### src/rtl/ceiling_arb_pkg.sv
// ceiling_arb_pkg
// Shared definitions for the ceiling arbiter:
//   state_e  - EMPTY/FULL encoding of the single-entry output slot
//   clog2    - index width helper (never returns less than 1)
//   SATCNT_W - width of the optional saturation event counter
package ceiling_arb_pkg;

    typedef enum logic {
        ST_EMPTY = 1'b0,
        ST_FULL  = 1'b1
    } state_e;

    localparam int SATCNT_W = 16;

    function automatic int clog2(input int value);
        int w;
        w = 1;
        for (int i = 1; i < 32; i++) begin
            if ((1 << i) < value) begin
                w = i + 1;
            end
        end
        return w;
    endfunction

endpackage

### src/rtl/rr_arbiter.sv
// rr_arbiter
// Combinational round-robin grant selection.
// Ports:
//   req     [N-1:0]   - request vector
//   ptr     [IDW-1:0] - index holding highest priority this cycle
//   en                - grant enable; no grant is issued while low
//   gnt     [N-1:0]   - one-hot grant (zero when disabled or no request)
//   gnt_idx [IDW-1:0] - binary index of the granted requester
module rr_arbiter
    import ceiling_arb_pkg::*;
#(
    parameter int N   = 4,
    parameter int IDW = clog2(N)
) (
    input  logic [N-1:0]   req,
    input  logic [IDW-1:0] ptr,
    input  logic           en,
    output logic [N-1:0]   gnt,
    output logic [IDW-1:0] gnt_idx
);

    int   idx;
    logic any_req;

    // Walk offsets from farthest to nearest so the last hit, the one
    // closest to ptr, wins.
    always_comb begin
        idx     = 0;
        any_req = 1'b0;
        gnt_idx = '0;
        gnt     = '0;
        for (int i = N - 1; i >= 0; i--) begin
            idx = (int'(ptr) + i) % N;
            if (req[idx]) begin
                any_req = 1'b1;
                gnt_idx = IDW'(idx);
            end
        end
        if (en && any_req) begin
            gnt[gnt_idx] = 1'b1;
        end
    end

endmodule

### src/rtl/ceiling_arbiter.sv
// ceiling_arbiter
// Round-robin arbiter in front of a single-entry registered output slot.
// The granted request is range-checked: if its top CSIZE bits are clear the
// next OSIZE bits are forwarded, otherwise the result saturates to all ones.
//
// Handshake: a request transfers when req_valid[i] && req_ready[i]; a
// result transfers when out_valid && out_ready. req_ready is combinational
// and only asserted while the slot is free (EMPTY, or FULL and draining this
// cycle) and rst_n is high.
//
// Ports:
//   clock, rst_n          - clock, asynchronous active-low reset
//   req_valid [NREQ]      - per-requester valid
//   req_data  [NREQ*DSIZE]- requester i at [i*DSIZE +: DSIZE]
//   req_ready [NREQ]      - one-hot grant
//   out_valid/out_ready   - result handshake (out_valid mirrors FULL state)
//   out_data  [OSIZE]     - truncated or saturated result
//   out_id    [IDW]       - requester that produced out_data
//   out_sat               - result was saturated
//   sat_clr, sat_cnt[16]  - only with CEILING_ARBITER_SATCNT_EN defined:
//                           sticky count of saturated result transfers
module ceiling_arbiter
    import ceiling_arb_pkg::*;
#(
    parameter int DSIZE = 16,
    parameter int CSIZE = 4,
    parameter int OSIZE = 8,
    parameter int NREQ  = 4
) (
    input  logic                     clock,
    input  logic                     rst_n,
    input  logic [NREQ-1:0]          req_valid,
    input  logic [NREQ*DSIZE-1:0]    req_data,
    output logic [NREQ-1:0]          req_ready,
    output logic                     out_valid,
    input  logic                     out_ready,
    output logic [OSIZE-1:0]         out_data,
    output logic [clog2(NREQ)-1:0]   out_id,
`ifdef CEILING_ARBITER_SATCNT_EN
    input  logic                     sat_clr,
    output logic [SATCNT_W-1:0]      sat_cnt,
`endif
    output logic                     out_sat
);

    localparam int IDW = clog2(NREQ);

    state_e           state_q, state_d;
    logic [OSIZE-1:0] out_data_q, out_data_d;
    logic [IDW-1:0]   out_id_q, out_id_d;
    logic             out_sat_q, out_sat_d;
    logic [IDW-1:0]   ptr_q, ptr_d;

    logic             slot_free;
    logic             arb_en;
    logic [NREQ-1:0]  gnt;
    logic [IDW-1:0]   gnt_idx;
    logic             req_xfer;
    logic             out_xfer;
    logic [DSIZE-1:0] sel_data;
    logic [OSIZE-1:0] res_data;
    logic             res_sat;
    logic             unused_sel;

    assign slot_free = (state_q == ST_EMPTY) || out_ready;
    // Gating with rst_n keeps req_ready low during reset even though the
    // grant path itself is combinational.
    assign arb_en    = rst_n && slot_free;

    rr_arbiter #(
        .N   (NREQ),
        .IDW (IDW)
    ) u_rr (
        .req     (req_valid),
        .ptr     (ptr_q),
        .en      (arb_en),
        .gnt     (gnt),
        .gnt_idx (gnt_idx)
    );

    assign req_ready = gnt;
    // Grants only go to valid requesters, so any grant is a transfer.
    assign req_xfer  = |gnt;
    assign out_xfer  = (state_q == ST_FULL) && out_ready;

    assign sel_data  = req_data[int'(gnt_idx)*DSIZE +: DSIZE];
    // Bits below the forwarded window are intentionally dropped.
    assign unused_sel = &{1'b0, sel_data};

    always_comb begin
        res_sat  = 1'b1;
        res_data = '1;
        if (sel_data[DSIZE-1 -: CSIZE] == '0) begin
            res_sat  = 1'b0;
            res_data = sel_data[DSIZE-1-CSIZE -: OSIZE];
        end
    end

    always_comb begin
        state_d    = state_q;
        out_data_d = out_data_q;
        out_id_d   = out_id_q;
        out_sat_d  = out_sat_q;
        ptr_d      = ptr_q;
        if (req_xfer) begin
            // Covers both EMPTY->FULL and FULL->FULL with simultaneous drain.
            state_d    = ST_FULL;
            out_data_d = res_data;
            out_id_d   = gnt_idx;
            out_sat_d  = res_sat;
            ptr_d      = (int'(gnt_idx) == NREQ - 1) ? '0 : gnt_idx + 1'b1;
        end else if (out_xfer) begin
            state_d = ST_EMPTY;
        end
    end

    always_ff @(posedge clock or negedge rst_n) begin
        if (!rst_n) begin
            state_q    <= ST_EMPTY;
            out_data_q <= '0;
            out_id_q   <= '0;
            out_sat_q  <= 1'b0;
            ptr_q      <= '0;
        end else begin
            state_q    <= state_d;
            out_data_q <= out_data_d;
            out_id_q   <= out_id_d;
            out_sat_q  <= out_sat_d;
            ptr_q      <= ptr_d;
        end
    end

    assign out_valid = (state_q == ST_FULL);
    assign out_data  = out_data_q;
    assign out_id    = out_id_q;
    assign out_sat   = out_sat_q;

`ifdef CEILING_ARBITER_SATCNT_EN
    logic [SATCNT_W-1:0] sat_cnt_q, sat_cnt_d;

    always_comb begin
        sat_cnt_d = sat_cnt_q;
        if (sat_clr) begin
            sat_cnt_d = '0;
        end else if (out_xfer && out_sat_q && (sat_cnt_q != '1)) begin
            sat_cnt_d = sat_cnt_q + 1'b1;
        end
    end

    always_ff @(posedge clock or negedge rst_n) begin
        if (!rst_n) begin
            sat_cnt_q <= '0;
        end else begin
            sat_cnt_q <= sat_cnt_d;
        end
    end

    assign sat_cnt = sat_cnt_q;
`endif

endmodule

### config.mk
export PLATFORM = sky130hd
export DESIGN_NAME = ceiling_arbiter
export DESIGN_NICKNAME = d
export VERILOG_FILES = /design/src/rtl/ceiling_arb_pkg.sv /design/src/rtl/rr_arbiter.sv /design/src/rtl/ceiling_arbiter.sv
export SDC_FILE = /design/constraint.sdc
export NUM_CORES = 1
export LEC_CHECK = 0
export CELL_PAD_IN_SITES_DETAIL_PLACEMENT = 1
export CELL_PAD_IN_SITES_GLOBAL_PLACEMENT = 2
export CORE_MARGIN = 5
export CORE_UTILIZATION = 21
export CTS_BUF_LIST = sky130_fd_sc_hd__clkbuf_4
export CTS_CLUSTER_SIZE = 16
export DETAILED_ROUTE_END_ITERATION = 10
export GPL_TIMING_DRIVEN = 0
export PLACE_DENSITY = 0.94
export SLEW_MARGIN = 20
export SYNTH_ARGS = -nofsm -noshare
export SYNTH_HDL_FRONTEND = slang
export SYNTH_SLANG_ARGS = --single-unit
### constraint.sdc
create_clock -name clock -period 4.78 [get_ports clock]
set_input_delay 0.717 -clock clock [delete_from_list [all_inputs] [get_ports clock]]
set_output_delay 0.717 -clock clock [all_outputs]
set_load 0.02 [all_outputs]
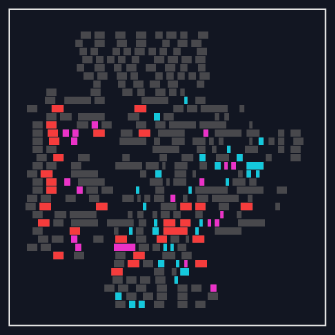
(run_1/logic_types.png)
Drawn at 3 px/micron.
colour	family	cells	most used
cyan	NOR gates	29	nor2_1
red	multiplexers	29	mux2_2
magenta	NAND gates	19	nand4_1
Layout Cells excl Fill: 408
most frequent logic cell in the layout: clkdlybuf4s50_1
Comb area share: 0.348

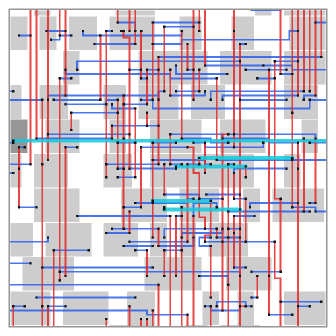
(run_1/detail.png)
Window x 40 to 65, y 19 to 44 microns. Cells in grey, sequential cells in the stronger grey; small squares are vias.
colour	layer
red	metal 2
cyan	metal 3
blue	metal 1
most frequent	nor2_1 (8), mux2_2 (6)
sequential cells in the window	0
cells with their middle in the window	45

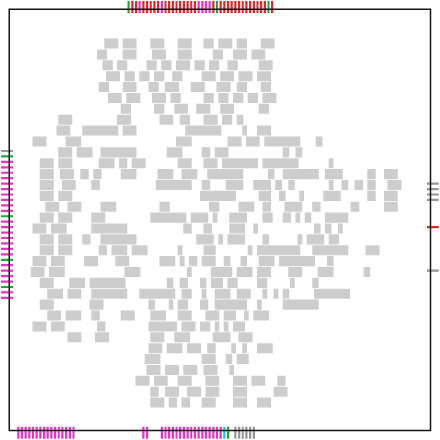
(run_1/io_placement.png)
Drawn at 4 px/micron. Pins as bars across the die edge, other pins in grey.
colour	port	pins	direction	edge
red	out_id	32	output	31 top, 1 right
magenta	req_data	64	input	35 bottom, 23 left, 6 top
green	out_data	8	output	4 left, 3 top, 1 bottom
cyan	out_sat	1	output	bottom
port bufs: 100
Die W: 105 microns
Die Ht: 105 microns

[run 1: layout make-up]
| type | instances | area share |
|---|---|---|
| multi-input cells | 132 | 0.348 |
| well taps | 108 | 0.0440 |
| inverters | 7 | 0.00855 |
| plain buffers | 37 | 0.0949 |
| flip-flops and latches | 20 | 0.163 |
| repair buffers | 100 | 0.324 |
| clock buffers | 3 | 0.00733 |
| clock inverters | 1 | 0.00978 |
[run 1: logic make-up (layout without fill, tap and decap cells)]
kind of cell	count (synthesis)	after routing	synth area share
AOI/OAI and AO/OA	36	36	0.153
buffers and inverters	46	148	0.171
and+or+nand+nor	57	57	0.174
muxes	29	29	0.171
DFF	20	20	0.264
adders and majority gates	10	10	0.0661
[run 1: state kept, by name (all words and copies together), names as in the netlist]
signal and count:
out_data 8, ptr_q 7, out_id 3, out_sat 1, out_valid 1
[run 1: final timing paths]
check,end,start,cells after the start
max,req_ready[2],req_valid[1],10
min,out_sat,rst_n,1
max reg2reg,out_data[4],ptr_q[0],14
min reg2reg,out_id[1],out_id[1],1
max in group asynchronous,out_id[0],rst_n,1
min in group clock,out_id[1],out_id[1],1
[run 1: cell usage in the layout (no fill, tap or decap), types with 5 or more instances in the layout]
cell and instances:
buf_4 29, o21ai_0 8, clkdlybuf4s50_1 99, nor2_1 15, nand4_1 8, buf_6 5
inv_1 7, mux2_2 17, a21oi_1 5, mux2i_1 11, ha_1 10, nand3_1 5
and2_1 6, o221a_1 7, dfrtp_1 20, nor4_1 7
[run 1: layer usage]
metal,routed length [microns],track usage
met4,48,0.0146
met5,0,0
met3,346,0.0302
met1,2710,0.139
met2,3720,0.231
[run 1: timing repair]
action	in CTS	in global routing
hold buffers	0	0
endpoints found under the setup margin	0	4
resized	0	1
==> flow_metrics.env, run 1 <==
# yosys + openroad results
export IMPL_swShare=0.460
export IMPL_async_flop_share=1.00
export IMPL_tns_ps=0
export IMPL_cts_setup_buffers=0
export IMPL_gr_usage_all_layers=0.121
export IMPL_path_buffers=3
export IMPL_path_clk_slew_ps=140
export IMPL_holdWs_ps=341
export IMPL_status="completed"
export IMPL_cts_tree="done"
export IMPL_nFillCells=1024
export IMPL_dpl_cell_count=406
export IMPL_dr_pass1_iters=4
export IMPL_post_dp_hpwl_microns=5600
export IMPL_grt_overflow_total=0
export IMPL_end_kind="primary output"
export IMPL_pg_clk_uw=144
export IMPL_routedWlPerCell_microns=16.7
export IMPL_ios=117
export IMPL_placed_area_sq_um=3030
export IMPL_crit_family="buffers and inverters"
export IMPL_place_ws_ps=56.4
export IMPL_final_nets=382
export IMPL_leakage_nw=1.24
export IMPL_clock_sinks=20
export IMPL_finalPower_mw=1.39
export IMPL_min_period_over_period=0.936
export IMPL_cts_made_buffers=3
export IMPL_top_cells_by_area="dfrtp_1 (26%), buf_4 (12%), mux2_2 (10%)"
==> run 2, diff against run 1 <==
--- a/config.mk
+++ b/config.mk
@@ -10,10 +10,12 @@
 export CORE_MARGIN = 5
 export CORE_UTILIZATION = 21
 export CTS_BUF_LIST = sky130_fd_sc_hd__clkbuf_4
+export CTS_CLUSTER_DIAMETER = 80
 export CTS_CLUSTER_SIZE = 16
 export DETAILED_ROUTE_END_ITERATION = 10
 export GPL_TIMING_DRIVEN = 0
 export PLACE_DENSITY = 0.94
+export SKIP_LAST_GASP = 1
 export SLEW_MARGIN = 20
 export SYNTH_ARGS = -nofsm -noshare
 export SYNTH_HDL_FRONTEND = slang
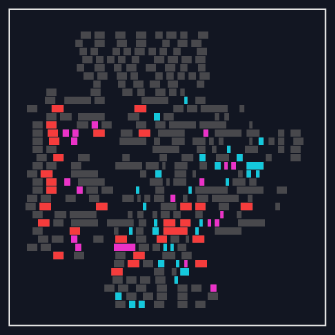
(run_2/logic_types.png)
Drawn at 3 px/micron.
colour	family	cells	most used
red	multiplexers	29	mux2_2
magenta	NAND gates	19	nand4_1
cyan	NOR gates	29	nor2_1

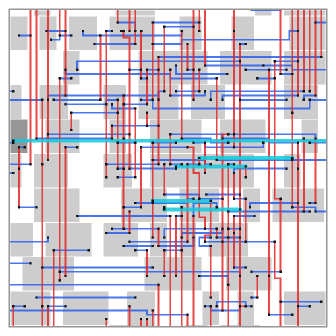
(run_2/detail.png)
Window x 40 to 65, y 19 to 44 microns. Cells in grey, sequential cells in the stronger grey; small squares are vias.
colour	layer
cyan	metal 3
red	metal 2
blue	metal 1
cells with their middle in the window	45
most frequent	nor2_1 (8), mux2_2 (6)
sequential cells in the window	0

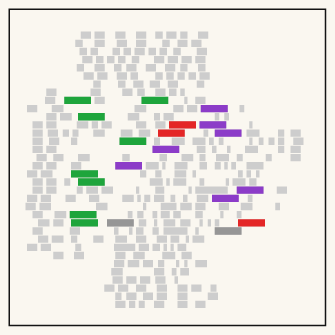
(run_2/flops_by_reg.png)
Drawn at 3 px/micron. Other sequential cells in the stronger grey, the rest of the logic in the fainter grey.
colour	signal	flops
red	out_id	3
green	out_data	8
purple	ptr_q	7
not coloured	2
Power Sequential: 270 uW
final core occ: 0.351

==> run 2 against run 1 <==
Against the previous run:
- clock power hardly changed
- sequential share of layout area stayed put
- largest cell class unchanged
- die size stayed put
- synthesized cell count stayed put
- routed wire length stayed put
- sequential power hardly changed
- power stayed put
- non-clock buffer count stayed put
- worst hold slack stayed put
==> flow_metrics.env, run 2 <==
# yosys + openroad results
export IMPL_cts_hold_buf=0
export IMPL_largest_reg_flops=8
export IMPL_post_dp_hpwl_microns=5600
export IMPL_crit_family="buffers and inverters"
export IMPL_cts_tree="done"
export IMPL_path_buffers=3
export IMPL_crit_path_end="req_ready[2]"
export IMPL_layout_top_cells="clkdlybuf4s50_1 (99), buf_4 (29), dfrtp_1 (20), mux2_2 (17), nor2_1 (15)"
export IMPL_path_clk_slew_ps=140
export IMPL_finalPower_mw=1.39
export IMPL_clock_sinks=20
export IMPL_r2r_end="out_data[4]"
export IMPL_routedWlPerCell_microns=16.7
export IMPL_ios=117
export IMPL_ff2ff_path_depth=14
export IMPL_swShare=0.460
export IMPL_grt_overflow_total=0
export IMPL_place_ws_ps=56.4
export IMPL_crit_start="req_valid[1]"
export IMPL_status="completed"
export IMPL_gr_usage_all_layers=0.121
run 2: cell counts in the layout (fill, tap and decap cells not counted):
Identical to the previous run, type by type.
run 2: power groups by stage:
stage          clock network (mW)  registers [mW]  logic (mW)
3_3_place_gp                    0           0.272       0.965
5_1_grt                     0.157           0.280        1.08
2_1_floorplan                   0           0.312       0.616
3_5_place_dp                    0           0.274       0.993
4_1_cts                     0.147           0.272       0.996
6_report                    0.144           0.270       0.980
run 2: logic make-up (layout without fill, tap and decap cells):
logic type                 after synthesis  count (layout)  share of synthesized area
adders and majority gates               10              10                     0.0661
DFF                                     20              20                      0.264
AOI/OAI and AO/OA                       36              36                      0.153
buffers and inverters                   46             148                      0.171
muxes                                   29              29                      0.171
and+or+nand+nor                         57              57                      0.174
run 2: how the worst min path moves through the flow:
stage / startpoint / to / slack, ps / cells after the start
3_5_place_dp: out_id[1] / out_id[1] / 520 / 1
4_1_cts: out_id[1] / out_id[1] / 550 / 1
2_1_floorplan: rst_n / out_data[0] / 420 / 0
3_3_place_gp: ptr_q[26] / ptr_q[26] / 490 / 1
6_report: rst_n / out_sat / 340 / 1
5_1_grt: rst_n / out_sat / 360 / 1
run 2: layer usage:
metal,wire [microns],global-route usage
met5,0,0
met4,48,0.0146
met3,346,0.0302
met2,3720,0.231
met1,2710,0.139
run 2: cell type report:
class                      count  share of cell area
buffer                        37              0.0949
clock buffer                   3             0.00733
clock inverter                 1             0.00978
inverter                       7             0.00855
multi-input combinational    132               0.348
sequential                    20               0.163
tap                          108              0.0440
timing repair buffer         100               0.324
run 2: per-stage QoR:
stage	util	area (sq um)	std cells
after floorplan	-	1890	198
after CTS	0.352	3080	410
final	0.351	3070	408
after global placement	0.346	3030	406
after global routing	0.351	3070	408
after detailed placement	0.346	3030	406
==> run_2/io_placement.png <==
Drawn at 4 px/micron. Pins as bars across the die edge, other pins in grey.
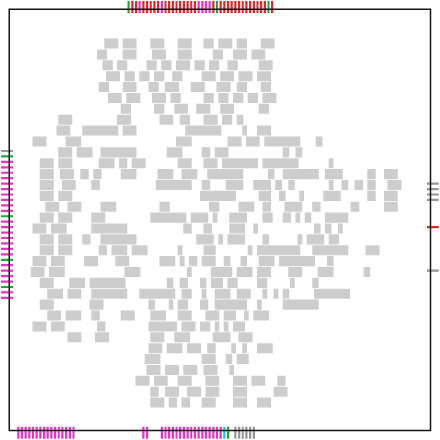

==> run 3, diff against run 2 <==
--- a/config.mk
+++ b/config.mk
@@ -7,14 +7,15 @@
 export LEC_CHECK = 0
 export CELL_PAD_IN_SITES_DETAIL_PLACEMENT = 1
 export CELL_PAD_IN_SITES_GLOBAL_PLACEMENT = 2
-export CORE_MARGIN = 5
-export CORE_UTILIZATION = 21
+export CORE_MARGIN = 2
+export CORE_UTILIZATION = 29
 export CTS_BUF_LIST = sky130_fd_sc_hd__clkbuf_4
 export CTS_CLUSTER_DIAMETER = 80
 export CTS_CLUSTER_SIZE = 16
 export DETAILED_ROUTE_END_ITERATION = 10
+export DONT_BUFFER_PORTS = 1
 export GPL_TIMING_DRIVEN = 0
-export PLACE_DENSITY = 0.94
+export PLACE_DENSITY = 0.79
 export SKIP_LAST_GASP = 1
 export SLEW_MARGIN = 20
 export SYNTH_ARGS = -nofsm -noshare
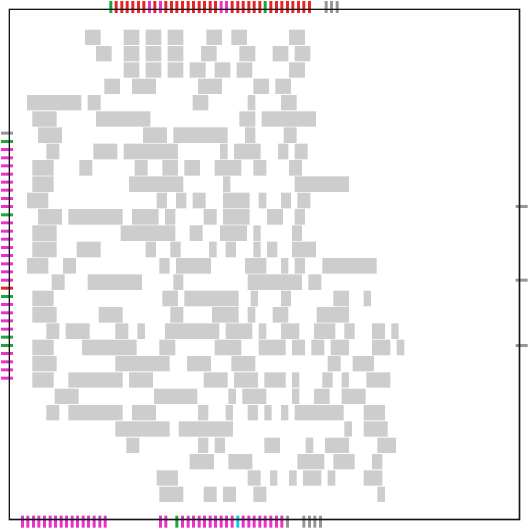
(run_3/io_placement.png)
Drawn at 6 px/micron. Pins as bars across the die edge, other pins in grey.
colour	port	pins	direction	edge
green	out_data	8	output	5 left, 2 top, 1 bottom
magenta	req_data	64	input	36 bottom, 24 left, 4 top
cyan	out_sat	1	output	bottom
red	out_id	32	output	31 top, 1 left
Die Ht: 84.8 microns
port bufs: 0

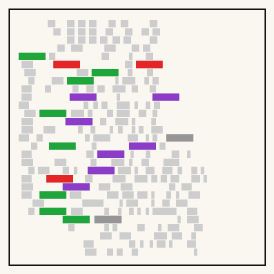
(run_3/flops_by_reg.png)
Drawn at 3 px/micron. Other sequential cells in the stronger grey, the rest of the logic in the fainter grey.
colour	signal	flops
purple	ptr_q	7
red	out_id	3
green	out_data	8
not coloured	2
final core occ: 0.319
Seq/total area: 0.249
Power Sequential: 324 uW

==> run 3 against run 2 <==
Against the previous run:
- power fell by 16%
- non-clock buffer count decreased by 98
- combinational power fell by 22%
- final cell count down 32%
- sequential share of layout area up 8.6 points
- routed wire length down 28%
- synthesized cell count unchanged
- first-iteration DRC count down 55%
- flip-flop count stayed put
- register-to-register slack got worse by 340 ps
- die size fell by 35%
- sequential power grew about 20%
==> flow_metrics.env, run 3 <==
# yosys + openroad results
export IMPL_dpl_cell_count=275
export IMPL_yosys_cell_types_count=42
export IMPL_routedWlPerCell_microns=17.7
export IMPL_final_nets=284
export IMPL_status="completed"
export IMPL_cts_made_buffers=3
export IMPL_finalNonFillerCells=278
export IMPL_tightest_slew_ps=1000
export IMPL_top_cells_by_area="dfrtp_1 (26%), buf_4 (12%), mux2_2 (10%)"
export IMPL_layout_cells_most_common="buf_4"
export IMPL_placed_area_sq_um=1990
export IMPL_finalPower_mw=1.17
export IMPL_place_ws_ps=598
export IMPL_synth_warnings=0
export IMPL_cts_resized=0
export IMPL_holdWs_ps=96.6
export IMPL_async_flop_share=1.00
export IMPL_slew_headroom=0.331
export IMPL_grt_max_degree=32
export IMPL_tns_ps=0
export IMPL_path_clk_slew_ps=110
export IMPL_cts_setup_buffers=0
export IMPL_cap_violations=0
export IMPL_coreArea_sq_um=6310
export IMPL_leakage_nw=0.850
export IMPL_fp_dieW_microns=84.8
export IMPL_design_area_sq_um=2010
export IMPL_layout_top_cells="buf_4 (29), dfrtp_1 (20), mux2_2 (17), nor2_1 (15), mux2i_1 (11)"
export IMPL_num_vias=1479
export IMPL_ios=117
export IMPL_cts_tree="done"
export IMPL_r2r_start="ptr_q[0]"
export IMPL_rsz0062_at_grt="no"
export IMPL_post_route_min_period_ps=4190
export IMPL_cts_hold_buf=0
export IMPL_gr_usage_all_layers=0.131
export IMPL_grt_pass1_wl_microns=7630
export IMPL_dr_pass1_iters=4
export IMPL_end_kind="primary output"
export IMPL_post_dp_hpwl_microns=3820
export IMPL_ff2ff_path_depth=16
export IMPL_min_period_over_period=0.877
export IMPL_largest_reg_flops=8
export IMPL_grt_overflow_total=0
export IMPL_r2r_end="out_data[1]"
export IMPL_power_density_nw_per_um2=581
export IMPL_clock_sinks=20
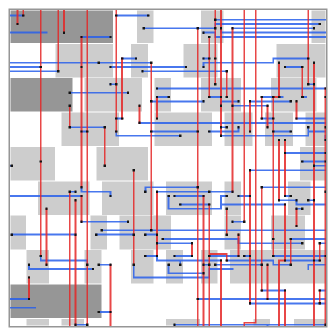
(run_3/detail.png)
Window x 30 to 55, y 13 to 38 microns. Cells in grey, sequential cells in the stronger grey; small squares are vias.
colour	layer
blue	metal 1
red	metal 2
sequential cells in the window	3
cells with their middle in the window	36
most frequent	nor2_1 (4), ha_1 (4)
netlist names of flops here include	ptr_q (2), out_sat (1)

run 3: routing by layer:
metal	vias to the layer above	wire, microns	track usage	share of wire
met5	-	0	0	0
met3	4	188	0.0147	0.038
met2	38	2480	0.217	0.50
met1	722	2200	0.181	0.45
li1	715	-	-	-
met4	0	44	0.0346	0.0089
run 3: cell families (layout without fill, tap and decap cells):
| logic type | after synthesis | after routing | synth area share |
|---|---|---|---|
| multiplexers | 29 | 29 | 0.171 |
| buffers and inverters | 46 | 49 | 0.171 |
| adder cells (fa/ha/maj) | 10 | 10 | 0.0661 |
| AND/OR/NAND/NOR | 57 | 57 | 0.174 |
| flip-flops | 20 | 20 | 0.264 |
| AND-OR/OR-AND | 36 | 36 | 0.153 |
run 3: how the worst max path moves through the flow:
stage / startpoint / endpoint / slack [ps] / cells past startpoint
finish: ptr_q[0] / req_ready[3] / 590 / 11
global route: ptr_q[0] / out_data[1] / 370 / 16
CTS: ptr_q[0] / req_ready[3] / 540 / 11
detailed placement: ptr_q[0] / out_data[1] / 600 / 16
global placement: ptr_q[0] / out_data[1] / 650 / 16
floorplan: ptr_q[0] / out_data[1] / 1240 / 16
run 3: worst max-delay path, cell delays in order, from the launching register on:
cell	delay (ps)
dfrtp_1	400
buf_6	140
inv_1	120
ha_1	310
clkbuf_1	350
and2_1	210
o21ai_0	80
and2b_1	160
mux2_2	290
clkbuf_1	450
ha_1	360
and2_1	310
run 3: power by group:
part / internal [mW] / switching, mW
clock network: 0.0294 / 0.0502
logic: 0.317 / 0.448
registers: 0.228 / 0.0964
total: 0.575 / 0.594
run 3: cell type report:
type / instances / area, sq um
flip-flops and latches: 20 / 500
multi-input cells: 132 / 1070
plain buffers: 39 / 297
well taps: 77 / 96.3
fillers: 767 / 4300
inverters: 7 / 26.3
clock buffers: 3 / 22.5

==> gallery <==
Track usage over the die.
picture 1
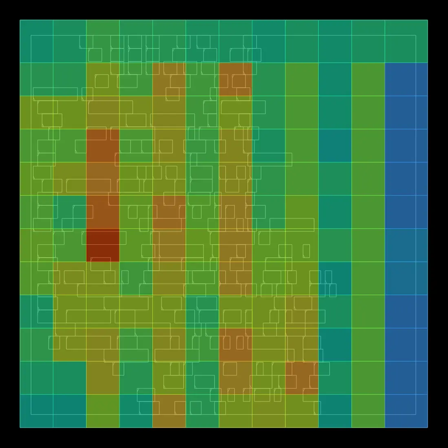
picture 2
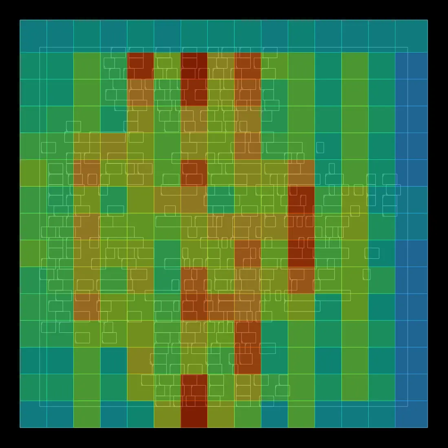
picture 1 -> run 3
picture 2 -> run 2

Power and IR drop assume default switching activity.
